==> config.mk <==
export PLATFORM = sky130hd
export DESIGN_NAME = pipelined_adder
export DESIGN_NICKNAME = d
export VERILOG_FILES = /design/src/rtl/pipelined_adder.sv
export SDC_FILE = /design/constraint.sdc
export NUM_CORES = 1
export LEC_CHECK = 0
export CAP_MARGIN = 0
export CELL_PAD_IN_SITES_DETAIL_PLACEMENT = 2
export CELL_PAD_IN_SITES_GLOBAL_PLACEMENT = 2
export CORE_ASPECT_RATIO = 2
export CORE_MARGIN = 2
export CORE_UTILIZATION = 37
export CTS_BUF_LIST = sky130_fd_sc_hd__clkbuf_4
export DETAILED_ROUTE_END_ITERATION = 8
export GPL_TIMING_DRIVEN = 0
export PLACE_DENSITY_LB_ADDON = 0.08
export SYNTH_ARGS = -nofsm -noshare
export SYNTH_HDL_FRONTEND = slang
export SYNTH_SLANG_ARGS = --single-unit
==> constraint.sdc <==
create_clock -name Clock -period 12.7 [get_ports Clock]
set_clock_uncertainty 0.1 [all_clocks]
set_input_delay 1.27 -clock Clock [delete_from_list [all_inputs] [get_ports Clock]]
set_output_delay 1.27 -clock Clock [all_outputs]
set_load 0.03 [all_outputs]
==> src/rtl/pipelined_adder.sv <==
// pipelined_adder: WIDTH-bit add/sub split into STAGES registered
// ripple-carry segments, valid/ready flow control on both sides.
// Ports: Clock, Reset (sync, active high), InValid/InReady,
//   A, B, CarryIn, Sub, OutValid/OutReady, SUM, COUT, OVF, ZERO.
// Macro ADDER_FLAGS_EN builds OVF/ZERO; otherwise both tie to 0.
module pipelined_adder #(
  parameter int WIDTH  = 24,
  parameter int STAGES = 3
) (
  input  logic             Clock,
  input  logic             Reset,
  input  logic             InValid,
  output logic             InReady,
  input  logic [WIDTH-1:0] A,
  input  logic [WIDTH-1:0] B,
  input  logic             CarryIn,
  input  logic             Sub,
  output logic             OutValid,
  input  logic             OutReady,
  output logic [WIDTH-1:0] SUM,
  output logic             COUT,
  output logic             OVF,
  output logic             ZERO
);
  localparam int CHUNK = (WIDTH + STAGES - 1) / STAGES;

  // Link k carries what stage k consumes.
  logic             v_l [STAGES];
  logic [WIDTH-1:0] a_l [STAGES];
  logic [WIDTH-1:0] b_l [STAGES];
  logic [WIDTH-1:0] s_l [STAGES];
  logic             c_l [STAGES];
`ifdef ADDER_FLAGS_EN
  logic             m_l [STAGES];
  logic [WIDTH-1:0] fin_s;
  logic             fin_c;
  logic             fin_m;
`endif

  logic [STAGES-1:0] v_all;
  logic [STAGES-1:0] adv;

  // Stage k may move if the output is taken or any
  // stage from k to the output holds a bubble.
  always_comb begin
    logic full;
    full = 1'b1;
    adv  = '0;
    for (int k = STAGES - 1; k >= 0; k--) begin
      full   = full & v_all[k];
      adv[k] = OutReady | ~full;
    end
  end

  assign InReady = !Reset && adv[0];
  assign v_l[0]  = InValid && InReady;
  assign a_l[0]  = A;
  assign b_l[0]  = Sub ? ~B : B;
  assign s_l[0]  = '0;
  assign c_l[0]  = CarryIn;
`ifdef ADDER_FLAGS_EN
  assign m_l[0]  = 1'b0;
`endif

  for (genvar k = 0; k < STAGES; k++) begin : g_stg
    localparam int LO = (k * CHUNK < WIDTH) ? k * CHUNK : WIDTH;
    localparam int HI =
      (k == STAGES - 1 || (k + 1) * CHUNK > WIDTH) ?
      WIDTH : (k + 1) * CHUNK;

    logic             v_q;
    logic             c_q;
    logic             c_d;
    logic [WIDTH-1:0] s_q;
    logic [WIDTH-1:0] s_d;
`ifdef ADDER_FLAGS_EN
    logic             m_q;
    logic             m_d;
`endif

    always_comb begin
      logic c;
      c   = c_l[k];
      s_d = s_l[k];
`ifdef ADDER_FLAGS_EN
      m_d = m_l[k];
`endif
      for (int i = LO; i < HI; i++) begin
`ifdef ADDER_FLAGS_EN
        if (i == WIDTH - 1) m_d = c;
`endif
        s_d[i] = a_l[k][i] ^ b_l[k][i] ^ c;
        c = (a_l[k][i] & b_l[k][i]) |
            (c & (a_l[k][i] ^ b_l[k][i]));
      end
      c_d = c;
    end

    always_ff @(posedge Clock) begin
      if (Reset) begin
        v_q <= 1'b0;
        s_q <= '0;
        c_q <= 1'b0;
`ifdef ADDER_FLAGS_EN
        m_q <= 1'b0;
`endif
      end else if (adv[k]) begin
        v_q <= v_l[k];
        if (v_l[k]) begin
          s_q <= s_d;
          c_q <= c_d;
`ifdef ADDER_FLAGS_EN
          m_q <= m_d;
`endif
        end
      end
    end

    assign v_all[k] = v_q;

    if (k < STAGES - 1) begin : g_fwd
      logic [WIDTH-1:0] a_q;
      logic [WIDTH-1:0] b_q;
      always_ff @(posedge Clock) begin
        if (Reset) begin
          a_q <= '0;
          b_q <= '0;
        end else if (adv[k] && v_l[k]) begin
          a_q <= a_l[k];
          b_q <= b_l[k];
        end
      end
      assign v_l[k+1] = v_q;
      assign a_l[k+1] = a_q;
      assign b_l[k+1] = b_q;
      assign s_l[k+1] = s_q;
      assign c_l[k+1] = c_q;
`ifdef ADDER_FLAGS_EN
      assign m_l[k+1] = m_q;
`endif
    end else begin : g_out
      assign OutValid = v_q;
      assign SUM      = s_q;
      assign COUT     = c_q;
`ifdef ADDER_FLAGS_EN
      assign fin_s    = s_d;
      assign fin_c    = c_d;
      assign fin_m    = m_d;
`endif
    end
  end

`ifdef ADDER_FLAGS_EN
  logic ovf_q;
  logic zero_q;

  // Flags are formed from the final segment's result as it
  // is registered, so they move in lockstep with SUM.
  always_ff @(posedge Clock) begin
    if (Reset) begin
      ovf_q  <= 1'b0;
      zero_q <= 1'b0;
    end else if (adv[STAGES-1] && v_l[STAGES-1]) begin
      ovf_q  <= fin_m ^ fin_c;
      zero_q <= ~|fin_s;
    end
  end

  assign OVF  = ovf_q;
  assign ZERO = zero_q;
`else
  assign OVF  = 1'b0;
  assign ZERO = 1'b0;
`endif

endmodule

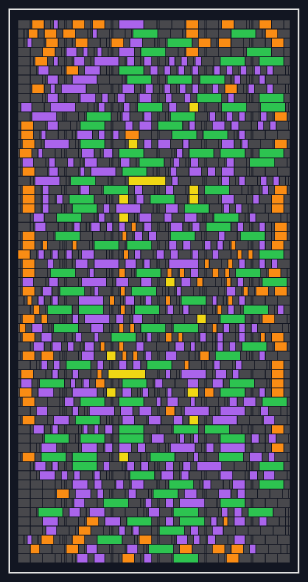
Fig. 1. Placed cells, one color a class (run 1).
Fill, decap, tap and diode cells in gray.
| class | color | cells | share of their area |
|---|---|---|---|
| registers | green | 102 | 35% |
| remaining logic cells | purple | 343 | 45% |
| clock drivers and dummy loads | yellow | 15 | 2.7% |
| remaining buffers and delay cells | orange | 125 | 17% |
Post-Route Utilization: 46.3%
core area: 12900 um2
Rows: 59
final instance area: 5990 um2
Seq area share: 34.1%

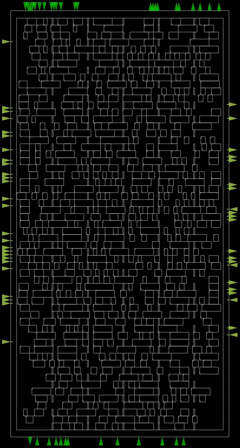
Fig. 2. Cell placement (run 1).
tap cells: 152
Fillers: 1405

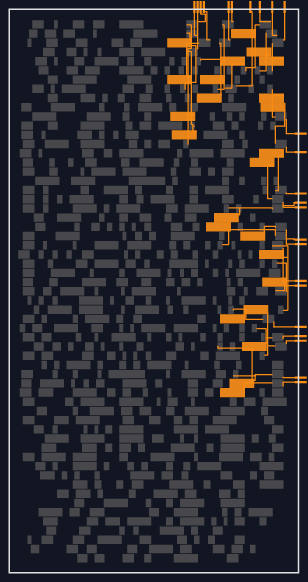
Fig. 3. Port wiring (run 1).
| port | color | direction | edge | end cells | buffers | wire |
|---|---|---|---|---|---|---|
| SUM | orange | output | 14 right, 10 top | 24 | 24 | 601 um |

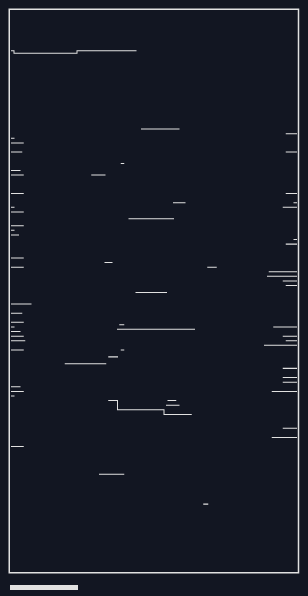
Fig. 4. Signal wires on met3 (run 1).
The bar under the picture is 20 um long.
main direction: horizontal
longest straight run: 22.8 um
wire length on this layer: 330 um
total number of vias: 3897
total wire length: 14600 um

==> ci_impl_report.md, run 1 <==
### Yosys + OpenROAD results

| Metric | Value |
|---|---|
| Critical Path Source Type | primary input |
| Die width | 85.1 um |
| Top cell excl fill/tap | dfxtp_1 |
| Top cells, area | dfxtp_1, fa_1, nand2b_1 |
| TritonCTS clock tree | done |
| Clock tree root buffer cell | clkbuf_4 |
| Top cells excl fill/tap | dfxtp_1, clkdlybuf4s50_1, a21oi_1 |
| FP Util | 37.6% |
| Worst reg2reg setup slack | 8750 ps |
| Initial DRC count | 66 |
| Port bufs | 77 |
| YS chip area | 4860 um2 |
| I/O Pins | 83 |
| Count of cell types in the netlist | 29 |
| Post-synthesis xor/xnor area fraction | 4.32% |
| Seq share, synth | 42.0% |
| Buf/Inv on CP | 4 |
| Crit-path cells | buf_2, buf_2, xor2_1, fa_1, inv_1, fa_1, fa_1, fa_1, fa_1, fa_1, fa_1, inv_1, fa_1, nand4b_1, o21ai_0 |
| Crit Reg-Reg Endpoint | SUM[23] |
| Synth Area per Inst | 9.88 um2 |
| Simple-Gate Area Share | 13.8% |
| DRC | 0 |
| Adder-Cell Fraction of Synth Area | 9.88% |
| Final Cycle Share | 41.0% |
| Die area | 14100 um2 |
| Clock sinks | 102 |
| Crit-path slowest cell | fa_1 |
| Hold buffers post-CTS | 0 |
| Worst R2R Path Depth | 12 |
| Status | finished clean |
| Final setup fails | 0 |
| CTS Buffer Depth | 2 |
| Setup_tns | 0 ps |
| Warnings, synthesis | 0 |
| Post-DRT Antenna Nets | 0 |
| Gr ovfl total | 0 |
| Layout cells sized above 1 | 8.72% |
| Cts bufs inserted | 9 |
| WS Path Type | primary input to flip-flop |
| Hold Path Depth | 2 |
| Routed len/inst | 19.8 um |
| Ys cells | 492 |
| Initial antenna violation count | 1 |
| Router iterations before antenna repair | 6 |
| Slew Limit Fails | 0 |
| # resized after CTS | 0 |
| Worst-path maximum fanout | 10 |
| Aoi share | 17.7% |
| Hold Path Sink | g_stg[1].s_q[12] |
| Global-route wire length before repair | 23600 um |
| Mux area share | 5.77% |
| Pleak | 2.18 nW |
| Fmax | 192 MHz |
| Synth Instances | 492 |
| Crit path time final | 5210 ps |
| Slew @ Worst Pin | 771 ps |
| Area after DPL | 5830 um2 |
| Largest net degree at the start of global routing | 17 |
| Biggest area consumer among synthesized cells | dfxtp_1 |
| Placer Congestion | 0.760 |
| Rel. slew slack | 48.6% |
| Yosys top cell area share | 42.0% |
| Critical hold path startpoint | g_stg[1].s_q[12] |
| Pwr/cell area | 109 nW/um2 |
| Hpwl dp | 11800 um |
## run 1: worst max-delay path by stage
stage               from               to  slack (ps)  cells after the start
floorplan            Sub  g_stg[0].s_q[7]        7520                     15
finish               Sub  g_stg[0].s_q[7]        7490                     15
CTS                  Sub  g_stg[0].s_q[7]        7460                     15
global route         Sub  g_stg[0].s_q[7]        7370                     15
global placement     Sub  g_stg[0].s_q[7]        7070                     15
detailed placement   Sub  g_stg[0].s_q[7]        6950                     15
## run 1: area by class of cell
cell class | count | area, um2
inverter | 25 | 93.8
buffer | 48 | 219
fill | 1405 | 6930
timing repair buffer | 77 | 771
clock inverter | 5 | 83.8
tap | 152 | 190
clock buffer | 10 | 75.1
antenna | 1 | 2.50
multi-input combinational | 318 | 2510
sequential | 102 | 2040
## run 1: power by group
part | switching (mW) | internal [mW] | total [mW] | leakage, nW
combinational | 0.0581 | 0.0528 | 0.111 | 1.27
sequential | 0.0107 | 0.337 | 0.347 | 0.834
clock | 0.112 | 0.0817 | 0.193 | 0.0791
total | 0.181 | 0.471 | 0.652 | 2.18
## run 1: worst register-to-register path: stages (launching register included)
cell      delay (ps)
dfxtp_1          340
inv_1             90
fa_1             180
inv_1             60
fa_1             390
fa_1             400
fa_1             390
fa_1             400
fa_1             400
fa_1             370
inv_1             90
fa_1             410
a311oi_1         250
## run 1: per-layer routing
metal	track usage, %	share of wire, %
met3	2.88	2.2
met2	43.5	60
met5	0	0
met1	21.9	36
met4	6.69	2.3
## run 1: per-stage QoR
step	power [mW]	setup slack (ps)	hold WS [ps]	utilization, %	cells
global placement	0.461	7070	361	45.1	722
global route	0.682	7370	415	46.3	738
finish	0.652	7490	390	46.3	738
floorplan	0.417	7520	343	-	493
CTS	0.658	7460	393	46.3	737
detailed placement	0.467	6950	373	45.1	722
## run 1: synthesized netlist by cell type
cell / instances
nand2b_1: 57
dfxtp_1: 102
o21ai_0: 32
o31ai_1: 2
nand2_1: 1
mux2i_1: 28
inv_1: 25
clkbuf_1: 30
nand4b_1: 12
a211oi_2: 14
and2_1: 1
nand3b_1: 1
xor2_1: 2
and2b_1: 1
xnor2_1: 22
buf_1: 4
nor2b_1: 1
a211oi_1: 11
buf_2: 7
buf_6: 1
nand4b_4: 1
conb_1: 1
a21o_1: 2
buf_4: 6
a21oi_1: 63
nand3_1: 31
a21bo_2: 7
a311oi_1: 3
fa_1: 24
## run 1: state kept, by name (all words and copies together) (netlist names)
name	count
g_stg.v_q	2
SUM	24
OutValid	1
g_stg.g_fwd.b_q	24
g_stg.g_fwd.a_q	24
COUT	1
g_stg.c_q	2
g_stg.s_q	24
## run 1: logic make-up after synthesis
logic type	count (synthesis)
adders and majority gates	24
AOI/OAI and AO/OA	134
buffers and inverters	73
and+or+nand+nor	106
DFF	102
xor gates and xnor gates	24
other	1
muxes	28
## Run 2: what changed since run 1
CORE_UTILIZATION = 34   (was 37)
clock period = 5.1 ns   (was 12.7 ns; I/O delays follow)
==> run 2 against run 1 <==
Compared with the run above:
- global-route usage shrank 1.8 points
- sequential cell count stayed put
- highest routed layer unchanged
- cell area increased by 0.82%
- cell count up 5.1%
- total power grew 150%
- worst setup slack got worse by 6700 ps
- first-iteration DRC count is 26% higher
- critical path type unchanged
- clock-buffer cell count did not move
- area after synthesis stayed put
- die size rose by 8.5%
==> ci_impl_report.md, run 2 <==
### Yosys + OpenROAD results

| Metric | Value |
|---|---|
| CTS Buffer Depth | 2 |
| Port bufs | 77 |
| Psw | 0.449 mW |
| Number of enable flip-flop cells | 0 |
| Buf/Inv on CP | 4 |
| Commonest cells post-synth | dfxtp_1, a21oi_1, nand2b_1 |
| Crit path time final | 4270 ps |
| Placer Congestion | 0.798 |
| Yosys top cell area share | 42.0% |
| Core area | 14000 um2 |
| Global-route wire length before repair | 23100 um |
| WS Path Type | primary input to flip-flop |
| Layout cells sized above 1 | 8.87% |
| Router iterations before antenna repair | 4 |
| Total number of vias | 3862 |
| Area grow syn2layout | 24.2% |
| I/O Pins | 83 |
| Sw frac | 27.7% |
| Fmax | 234 MHz |
| Top cells, area | dfxtp_1, fa_1, nand2b_1 |
| Synth Instances | 492 |
| Ys cells | 492 |
| YS chip area | 4860 um2 |
| Main flop type | dfxtp_1 |
| Register share of total power | 53.3% |
| Cts bufs inserted | 9 |
| Top cell excl fill/tap | dfxtp_1 |
| Die area | 15300 um2 |
| Routing usage on met1 | 21.7% |
| Post-Place Cells | 759 |
| DRC | 0 |
| Rel. slew slack | 49.8% |
| Gate power share | 16.7% |
| DR vias/cell | 4.98 |
| Critical Path Source Type | primary input |
| Status | finished clean |
| Hpwl dp | 11500 um |
| Largest net degree at the start of global routing | 17 |
| Slew Limit Fails | 0 |
| Initial antenna violation count | 1 |
| Initial DRC count | 83 |
| Max_cap viols | 0 |
| Internal Power | 1.17 mW |
| Die width | 88.6 um |
| Hold buffers post-CTS | 0 |
| Crit path max-delay family | adder cells |
| Crit-path slowest cell | fa_1 |
| Routed len/inst | 18.5 um |
| Rows | 61 |
| Slew @ Worst Pin | 754 ps |
| Clock tree root buffer cell | clkbuf_4 |
| Final setup fails | 0 |
| Count of cell types in the netlist | 29 |
| TritonCTS clock tree | done |
| # nets final | 659 |
| Crit-path cells | buf_2, buf_2, xor2_1, fa_1, inv_1, fa_1, fa_1, fa_1, fa_1, fa_1, fa_1, inv_1, fa_1, nand4b_1, o21ai_0 |
| Met2 Usage GRT | 38.2% |
| Setup_tns | 0 ps |
| Global route hottest layer | met2 |
| Clk network pwr share | 30.0% |
| Crit path DRT | 5340 ps |
| Gr ovfl total | 0 |
| Seq share, synth | 42.0% |
| Placement Setup Slack | 252 ps |
| Synth Area per Inst | 9.88 um2 |
| Final Cycle Share | 83.7% |
| Top cells excl fill/tap | dfxtp_1, clkdlybuf4s50_1, a21oi_1 |
| Final hold violation count | 0 |
| Pleak | 2.19 nW |
| Setup WS post-layout | 832 ps |
| FP Util | 34.8% |
| Warnings, synthesis | 0 |
| Final Non-Filler Cells | 776 |
| # resized after CTS | 0 |
| Clock sinks | 102 |
| CP Capture Type | flip-flop |
| Biggest area consumer among synthesized cells | dfxtp_1 |
| Worst-path maximum fanout | 10 |
| Total wire length | 14300 um |
| Met3 Use GR | 2.67% |
| Top-count cell post-synth | dfxtp_1 |
| Ys async rst share | 0% |
| Post-DRT Antenna Nets | 0 |
| Pwr/cell area | 269 nW/um2 |
==> run 2: cells by family (layout without fill, tap and decap cells) <==
family                   count (synthesis)  count (layout)  synth area share (%)
AND/OR/NAND/NOR                        106             106                  13.8
buffers and inverters                   73             166                  6.43
multiplexers                            28              28                  5.77
adder cells (fa/ha/maj)                 24              24                  9.88
AND-OR/OR-AND                          134             134                  17.7
XOR/XNOR                                24              24                  4.32
flip-flops                             102             102                  42.0
other                                    1               3                0.0771
==> run 2: path summary, 6_finish.rpt <==
| kind | startpoint | end | slack (ps) | cells after the start |
|---|---|---|---|---|
| min | Sub | g_stg[0].g_fwd.b_q[10] | 330 | 3 |
| max | Sub | g_stg[0].s_q[7] | 830 | 15 |
| max reg2reg | g_stg[0].g_fwd.b_q[8] | g_stg[1].s_q[15] | 1160 | 12 |
| min reg2reg | g_stg[0].s_q[2] | g_stg[1].s_q[2] | 360 | 2 |
==> run 2: worst register-to-register path, stage by stage (launching register included) <==
cell and delay (ps):
dfxtp_1 370, fa_1 440, fa_1 400, fa_1 390, inv_1 80, fa_1 160
inv_1 50, fa_1 380, fa_1 430, fa_1 380, inv_1 80, fa_1 410
a211oi_1 190
==> run 2: layer usage <==
metal	wire (um)	share of wire [%]
met4	215	1.5
met3	313	2.2
met1	5380	38
met5	0	0
met2	8420	59
==> run 2: layout make-up <==
cell class | instances | area, um2
fill | 1545 | 7930
multi-input combinational | 318 | 2510
sequential | 102 | 2040
timing repair buffer | 77 | 771
tap | 189 | 236
buffer | 48 | 219
inverter | 25 | 93.8
clock inverter | 6 | 86.3
clock buffer | 10 | 75.1
antenna | 1 | 2.50
==> run 2: through the flow <==
step / total power, mW / instance area, um2 / hold slack, ps / util (%)
floorplan: 1.04 / 4860 / 343 / -
global placement: 1.15 / 5870 / 359 / 42.0
detailed placement: 1.16 / 5870 / 369 / 42.0
CTS: 1.64 / 6030 / 333 / 43.2
global route: 1.70 / 6040 / 353 / 43.2
finish: 1.62 / 6040 / 330 / 43.2
==> run 2: power by group through the flow <==
stage          Sequential, mW  Combinational, mW  Clock (mW)
5_1_grt                 0.870              0.301       0.531
6_report                0.864              0.271       0.487
3_5_place_dp            0.882              0.278           0
3_3_place_gp            0.880              0.271           0
4_1_cts                 0.865              0.279       0.496
2_1_floorplan           0.880              0.159           0
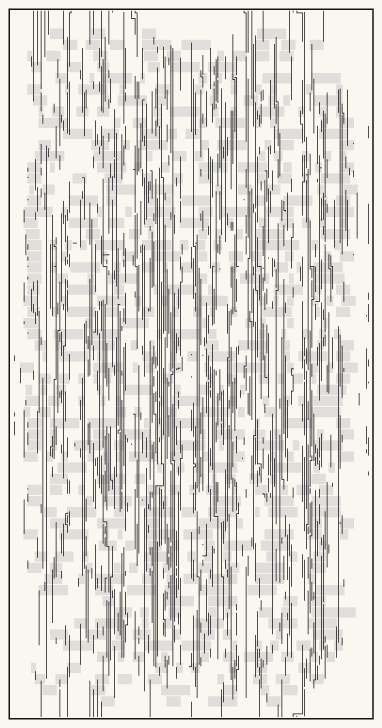
Fig. 5. Metal 2 (run 2).
main direction: vertical
longest straight run: 130 um
wire length on this layer: 8420 um
share of all routed wire: 59%

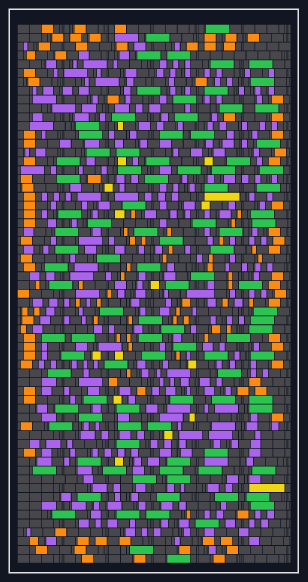
Fig. 6. Placed cells, one color a class (run 2).
Fill, decap, tap and diode cells in gray.
| class | color | cells | share of their area |
|---|---|---|---|
| clock drivers and dummy loads | yellow | 16 | 2.8% |
| remaining logic cells | purple | 343 | 45% |
| remaining buffers and delay cells | orange | 125 | 17% |
| registers | green | 102 | 35% |

## Run 3: what changed since run 2
CORE_UTILIZATION = 31   (was 34)
clock period = 3.61 ns   (was 5.1 ns; I/O delays follow)
==> run 3 against run 2 <==
Compared with the run above:
- the flow now finishes with violations (setup timing)
- cell count up 1.3%
- clock power increased by 27%
- register-to-register slack got worse by 1200 ps
- total power grew 38%
- via count fell by 0.28%
- sequential power is 41% higher
- critical path depth down 3
- critical path type is now flip-flop to flip-flop
==> ci_impl_report.md, run 3 <==
### Yosys + OpenROAD results

| Metric | Value |
|---|---|
| Synth Area per Inst | 9.88 um2 |
| Status | finished, violations left |
| Synth Instances | 492 |
| Gr ovfl total | 0 |
| Cts bufs inserted | 9 |
| Final Cycle Share | 102% |
| Core area | 15300 um2 |
| Gate power share | 17.9% |
| Placement Setup Slack | -858 ps |
| Total wire length | 14700 um |
| Final setup fails | 2 |
| Sw frac | 28.9% |
| Routed len/inst | 18.7 um |
| Top-count cell post-synth | dfxtp_1 |
| Final Non-Filler Cells | 786 |
| Register share of total power | 54.5% |
| Die area | 16800 um2 |
| Max_cap viols | 0 |
| Layout cells sized above 1 | 14.5% |
| Placer Congestion | 0.826 |
| Yosys top cell area share | 42.0% |
| Internal Power | 1.60 mW |
| Fmax | 272 MHz |
| Rel. slew slack | 48.3% |
| Die width | 92.5 um |
| Violated checks | setup timing |
| Rows | 64 |
| Initial DRC count | 84 |
| # nets final | 660 |
| Seq share, synth | 42.0% |
| Router iterations before antenna repair | 4 |
| Final instance area | 6140 um2 |
| Ys async rst share | 0% |
| Clock sinks | 102 |
| Biggest area consumer among synthesized cells | dfxtp_1 |
| Hold slack | 299 ps |
| Setup WS post-layout | -64.0 ps |
| Largest net degree at the start of global routing | 18 |
| Slew Limit Fails | 0 |
| Port bufs | 77 |
| Psw | 0.648 mW |
| WS Path Type | flip-flop to flip-flop |
| Worst-path maximum fanout | 2 |
| Pwr/cell area | 365 nW/um2 |
| Commonest cells post-synth | dfxtp_1, a21oi_1, nand2b_1 |
| Top cell excl fill/tap | dfxtp_1 |
| Hpwl dp | 11800 um |
| YS chip area | 4860 um2 |
| Post-DRT Antenna Nets | 0 |
| Main flop type | dfxtp_1 |
## run 3: repair_timing
| item | 4_1_cts | 5_1_grt |
|---|---|---|
| endpoints found under the setup margin | 5 | 3 |
| resized | 27 | 4 |
| buffers inserted | 2 | 0 |
| pin swaps | 14 | 11 |
## run 3: power groups by stage
stage | Clock, mW | Combinational [mW] | Sequential, mW
after floorplan | 0 | 0.232 | 1.24
after global placement | 0 | 0.390 | 1.24
after detailed placement | 0 | 0.404 | 1.25
after CTS | 0.645 | 0.411 | 1.22
after global routing | 0.686 | 0.442 | 1.23
final | 0.619 | 0.402 | 1.22
## run 3: routing by layer
layer	vias up	GRT usage (%)	share of wire (%)
li1	1852	-	-
met1	1894	18.3	36
met2	80	36.1	58
met3	25	2.71	2.8
met4	0	7.52	3.6
met5	-	0	0
## run 3: final timing paths
kind / end / slack (ps) / depth (start not counted) / from
max: SUM[23] / -60 / 12 / g_stg[1].g_fwd.b_q[16]
min: SUM[23] / 300 / 2 / Reset
max reg2reg: SUM[23] / -60 / 12 / g_stg[1].g_fwd.b_q[16]
min reg2reg: g_stg[1].g_fwd.a_q[16] / 390 / 2 / g_stg[1].g_fwd.a_q[16]
## run 3: area by class of cell
| cell class | count | area, um2 |
|---|---|---|
| Clock buffer | 9 | 67.6 |
| Fill cell | 1693 | 9150 |
| Inverter | 25 | 93.8 |
| Sequential cell | 102 | 2050 |
| Antenna cell | 1 | 2.50 |
| Multi-Input combinational cell | 318 | 2590 |
| Buffer | 47 | 236 |
| Clock inverter | 7 | 73.8 |
| Tap cell | 198 | 248 |
| Timing Repair Buffer | 79 | 781 |
## run 3: cell families (layout without fill, tap and decap cells)
family | count (synthesis) | count (layout) | synth area share, %
flops | 102 | 102 | 42.0
xor+xnor | 24 | 24 | 4.32
mux | 28 | 28 | 5.77
fa+ha+maj | 24 | 24 | 9.88
other cells | 1 | 3 | 0.0771
buf+inv | 73 | 167 | 6.43
compound gates | 134 | 134 | 17.7
simple gates | 106 | 106 | 13.8
## run 3: stage by stage
stage / setup TNS, ps / util [%]
6_report: -123 / 40.2
5_1_grt: -321 / 40.2
4_1_cts: -278 / 40.0
3_5_place_dp: -2420 / 38.8
3_3_place_gp: -2020 / 38.8
2_1_floorplan: -320 / -
## run 3: critical path: cells and delay by family (launching register included)
family                   cells  cell delay [ps]
adder cells (fa/ha/maj)      8             2710
AND-OR/OR-AND                1              210
flip-flops                   1              360
buffers and inverters        3              200
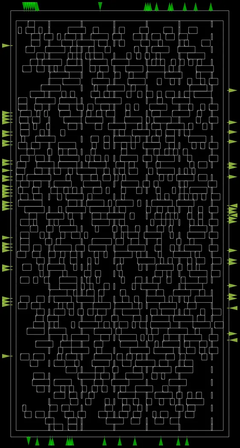
Fig. 7. Cell placement (run 3).
flip-flop and latch count: 102
Post-Route Utilization: 40.2%

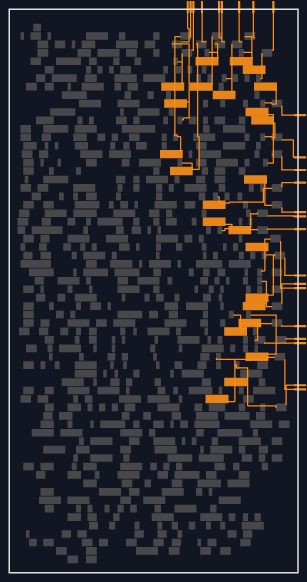
Fig. 8. Port wiring (run 3).
| port | color | direction | edge | end cells | buffers | wire |
|---|---|---|---|---|---|---|
| SUM | orange | output | 15 right, 9 top | 24 | 24 | 688 um |

Power figures rest on the tool's default switching activity, not on a simulated workload.
